### src/rtl/operand_flit_injector_pkg.sv
// Shared FSM encoding and counter widths for the operand flit injector.
// Latency/backpressure: none, types and helpers only.
package operand_flit_injector_pkg;

    localparam int STATE_W      = 2;
    localparam int TOGGLE_CNT_W = 32;

    typedef enum logic [STATE_W-1:0] {
        ST_IDLE = 2'd0,
        ST_SEND = 2'd1,
        ST_GAP  = 2'd2,
        ST_DONE = 2'd3
    } state_t;

    function automatic logic [TOGGLE_CNT_W-1:0] sat_add(
        input logic [TOGGLE_CNT_W-1:0] a,
        input logic [TOGGLE_CNT_W-1:0] b
    );
        logic [TOGGLE_CNT_W:0] sum;
        sum = {1'b0, a} + {1'b0, b};
        return sum[TOGGLE_CNT_W] ? {TOGGLE_CNT_W{1'b1}} : sum[TOGGLE_CNT_W-1:0];
    endfunction

endpackage

### src/rtl/operand_flit_injector_thermo_pattern_gen.sv
// Registered thermometer flit: lower/upper `ones` bits set, alternating side on each advance.
// Latency: flit updates the cycle after pat_reset/advance; holds otherwise (no backpressure of its own).
module thermo_pattern_gen #(
    parameter int W      = 60,
    parameter int STRIDE = 4
) (
    input  logic         clk,
    input  logic         rst_n,
    input  logic         pat_reset,
    input  logic         advance,
    output logic [W-1:0] flit
);

    localparam int OW  = $clog2(W + 1);
    localparam int OW1 = OW + 1;
    localparam logic [OW:0] STEP     = OW1'(STRIDE);
    localparam logic [OW:0] WRAP_AT  = OW1'(W);
    localparam logic [OW:0] WRAP_SUB = OW1'(W + 1);

    logic [OW-1:0] ones;
    logic          hi;
    logic [OW:0]   ones_sum;
    logic [OW-1:0] ones_next;
    logic          hi_next;

    function automatic logic [W-1:0] thermo(input logic [OW-1:0] cnt, input logic upper);
        return upper ? ~({W{1'b1}} >> cnt) : ~({W{1'b1}} << cnt);
    endfunction

    // Wrapping one past W keeps the ones-count sequence from locking onto a short cycle.
    always_comb begin
        ones_sum  = {1'b0, ones} + STEP;
        ones_next = ones_sum[OW-1:0];
        if (ones_sum > WRAP_AT) begin
            ones_next = OW'(ones_sum - WRAP_SUB);
        end
        hi_next = ~hi;
    end

    always_ff @(posedge clk or negedge rst_n) begin
        if (!rst_n) begin
            ones <= '0;
            hi   <= 1'b0;
            flit <= '0;
        end else if (pat_reset) begin
            ones <= '0;
            hi   <= 1'b0;
            flit <= '0;
        end else if (advance) begin
            ones <= ones_next;
            hi   <= hi_next;
            flit <= thermo(ones_next, hi_next);
        end
    end

endmodule

### src/rtl/operand_flit_injector.sv
// Packetised thermometer-pattern operand source for adder energy characterization; TOGGLE_CNT_EN adds toggle_cnt.
// Latency: start -> flit 0 valid next cycle; backpressure: out_ready low holds op_a/op_b, no flit dropped or repeated.
module operand_flit_injector
    import operand_flit_injector_pkg::*;
#(
    parameter int N        = 30,
    parameter int PAYLOAD  = 20,
    parameter int GAP      = 7,
    parameter int NUM_PKTS = 10,
    parameter int STRIDE   = 4
) (
    input  logic                    clk,
    input  logic                    rst_n,
    input  logic                    start,
    output logic                    out_valid,
    input  logic                    out_ready,
    output logic [N-1:0]            op_a,
    output logic [N-1:0]            op_b,
    output logic                    busy,
    output logic                    done,
`ifdef TOGGLE_CNT_EN
    output logic [TOGGLE_CNT_W-1:0] toggle_cnt,
`endif
    output logic [15:0]             pkt_cnt
);

    localparam int W       = 2 * N;
    localparam int FLIT_CW = (PAYLOAD > 1) ? $clog2(PAYLOAD) : 1;
    localparam int GAP_CW  = (GAP > 1) ? $clog2(GAP) : 1;

    state_t               state;
    state_t               state_nxt;
    logic [FLIT_CW-1:0]   flit_cnt;
    logic [GAP_CW-1:0]    gap_cnt;
    logic [W-1:0]         flit;
    logic                 hs;
    logic                 last_flit;
    logic                 last_pkt;
    logic                 gap_end;
    logic                 pat_reset;
    logic                 pat_adv;
    logic                 run_clr;

    assign out_valid = (state == ST_SEND);
    assign busy      = (state == ST_SEND) || (state == ST_GAP);
    assign done      = (state == ST_DONE);
    assign hs        = out_valid && out_ready;
    assign last_flit = (flit_cnt == FLIT_CW'(PAYLOAD - 1));
    assign last_pkt  = (pkt_cnt == 16'(NUM_PKTS - 1));
    assign gap_end   = (gap_cnt == GAP_CW'(GAP - 1));
    assign op_a      = flit[N-1:0];
    assign op_b      = flit[W-1:N];

    thermo_pattern_gen #(
        .W      (W),
        .STRIDE (STRIDE)
    ) u_pattern (
        .clk       (clk),
        .rst_n     (rst_n),
        .pat_reset (pat_reset),
        .advance   (pat_adv),
        .flit      (flit)
    );

    always_ff @(posedge clk or negedge rst_n) begin
        if (!rst_n) begin
            state <= ST_IDLE;
        end else begin
            state <= state_nxt;
        end
    end

    // The last flit of a packet does not advance the pattern, so op_a/op_b hold through GAP/DONE.
    always_comb begin
        state_nxt = state;
        pat_reset = 1'b0;
        pat_adv   = 1'b0;
        run_clr   = 1'b0;
        case (state)
            ST_IDLE, ST_DONE: begin
                if (start) begin
                    state_nxt = ST_SEND;
                    pat_reset = 1'b1;
                    run_clr   = 1'b1;
                end
            end
            ST_SEND: begin
                if (hs) begin
                    if (!last_flit) begin
                        pat_adv = 1'b1;
                    end else if (last_pkt) begin
                        state_nxt = ST_DONE;
                    end else if (GAP > 0) begin
                        state_nxt = ST_GAP;
                    end else begin
                        pat_reset = 1'b1;
                    end
                end
            end
            ST_GAP: begin
                if (gap_end) begin
                    state_nxt = ST_SEND;
                    pat_reset = 1'b1;
                end
            end
            default: state_nxt = ST_IDLE;
        endcase
    end

    always_ff @(posedge clk or negedge rst_n) begin
        if (!rst_n) begin
            flit_cnt <= '0;
            pkt_cnt  <= '0;
            gap_cnt  <= '0;
        end else begin
            if (run_clr) begin
                flit_cnt <= '0;
                pkt_cnt  <= '0;
            end else if (hs) begin
                if (last_flit) begin
                    flit_cnt <= '0;
                    pkt_cnt  <= pkt_cnt + 16'd1;
                end else begin
                    flit_cnt <= flit_cnt + 1'b1;
                end
            end
            if ((state == ST_GAP) && !gap_end) begin
                gap_cnt <= gap_cnt + 1'b1;
            end else begin
                gap_cnt <= '0;
            end
        end
    end

`ifdef TOGGLE_CNT_EN
    logic [W-1:0]            last_acc;
    logic [W-1:0]            diff;
    logic [TOGGLE_CNT_W-1:0] flips;

    always_comb begin
        diff  = flit ^ last_acc;
        flips = '0;
        for (int i = 0; i < W; i++) begin
            flips = flips + TOGGLE_CNT_W'(diff[i]);
        end
    end

    always_ff @(posedge clk or negedge rst_n) begin
        if (!rst_n) begin
            last_acc   <= '0;
            toggle_cnt <= '0;
        end else if (run_clr) begin
            last_acc   <= '0;
            toggle_cnt <= '0;
        end else if (hs) begin
            last_acc   <= flit;
            toggle_cnt <= sat_add(toggle_cnt, flips);
        end
    end
`endif

endmodule

### config.mk
export PLATFORM = sky130hd
export DESIGN_NAME = operand_flit_injector
export DESIGN_NICKNAME = d
export VERILOG_FILES = /design/src/rtl/operand_flit_injector_pkg.sv /design/src/rtl/operand_flit_injector_thermo_pattern_gen.sv /design/src/rtl/operand_flit_injector.sv
export SDC_FILE = /design/constraint.sdc
export NUM_CORES = 1
export LEC_CHECK = 0
export CAP_MARGIN = 5
export CORE_MARGIN = 1
export CORE_UTILIZATION = 53
export DETAILED_ROUTE_END_ITERATION = 10
export PLACE_DENSITY = 0.8
export SLEW_MARGIN = 20
export SYNTH_ARGS = -nofsm -noshare
export SYNTH_HDL_FRONTEND = slang
export SYNTH_SLANG_ARGS = --single-unit
### constraint.sdc
create_clock -name clk -period 3 [get_ports clk]
set_input_delay 0.3 -clock clk [delete_from_list [all_inputs] [get_ports clk]]
set_output_delay 0.3 -clock clk [all_outputs]
set_load 0.05 [all_outputs]
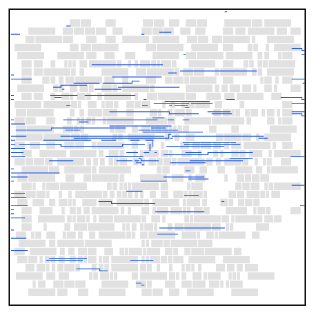
**Above:** metal 3.
Drawn at 3 px/um. Cells faint in the background.
nets with wire on the layer = 97
wire length on this layer = 1010 um

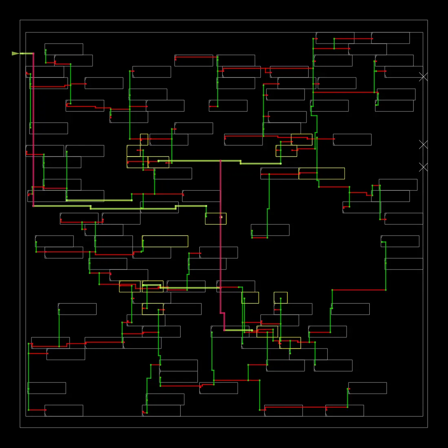
**Above:** clock nets.
CLK BUF: 10
Setup Skew: 0.0118 ns
flop count: 93
Clk. pwr: 973 uW

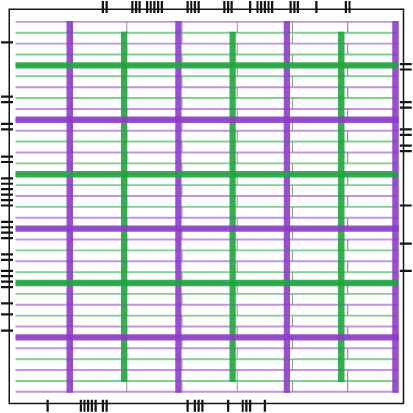
**Above:** supply network.
Drawn at 4 px/um. Pins as bars on the die edge. Tap cells in gray.
VDD -> green
VSS -> purple
met5 straps = 6
tap cells = 108
Die W: 98.2 um
core area: 8850 um2
Die Y-Extent: 98.2 um
Peak supply drop: 0.756 mV

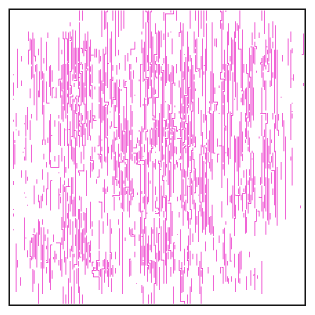
**Above:** signal wires on met2.
Drawn at 3 px/um.
main direction = vertical
nets with wire on the layer = 545
wire length on this layer = 6450 um
longest straight run = 35.4 um

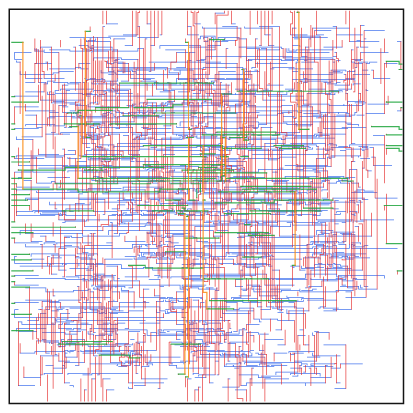
**Above:** signal wires by layer.
Drawn at 4 px/um.
metal 3 -> green  # wire length 1010 um
metal 4 -> orange  # wire length 342 um
metal 2 -> red  # wire length 6450 um
metal 1 -> blue  # wire length 6270 um

==> metrics.yaml <==
dp_hpwl_um: 10200
io_buffers: 82
common_cells: "93 x dfrtp_1, 54 x nor2_1, 51 x nand2_1"
path_clk_slew_ns: 0.09
synth.avg_cell_area_um2: 9.65
ys_seq_share_pct: 47.5
top_area_share_pct: 47.5
outcome: "complete, but fails checks"
p_int_mw: 3.99
seq_area_um2: 2330
hold_viol: 3
cts_setup_buffers: 0
postRouteAntennaNets: 0
cts_resized: 0
tightest_slew_ns: 0.750
cts_buffer_depth: 2
max_stage_delay_ns: 0.54
failed_checks: "design-rule violations, negative hold slack"
warning_count: 31
top_power_group: "combinational cells"
required_ns: 3.24
crit_start: "u_pattern.ones[2]$_DFFE_PN0P_"
ios: 83
grt_pass1_vias: 4541
whs_ns: -0.00393
cts_buffers: 9
slew_headroom_pct: 50.0
simple_gate_share_pct: 17.9
grt_pass1_wl_um: 23200
pwr-share-clk_pct: 11.7
drc: 3
h-tree-depth: 3
nWellTaps: 108
antenna_found_initial: 0
layout_top_cell: "dfrtp_1"
[stage by stage]
stage	hold slack, ns	utilization (%)	cells	setup WS [ns]	total power [mW]
final	-0.00393	69.6	714	0.158	8.33
after global routing	0.0528	69.6	714	0.0226	8.75
after CTS	0.0243	69.6	714	0.196	8.26
after detailed placement	0.416	67.0	698	0.197	7.28
after global placement	0.402	67.0	698	0.305	7.17
after floorplan	0.00441	-	508	0.408	5.58
[state kept, by name (all words and copies together), names as in the netlist]
name and flops:
flit_cnt 5, u_pattern.flit 60, pkt_cnt 16, state 2
u_pattern.hi 1, u_pattern.ones 6, gap_cnt 3
[metal layers]
layer,wire length (um),up-vias,GRT usage [%]
met5,0,-,0
met1,6270,2267,44.0
met4,342,0,10.4
met2,6450,207,46.1
met3,1010,31,5.87
li1,-,2066,-
Power figures rest on the tool's default switching activity, not on a simulated workload.
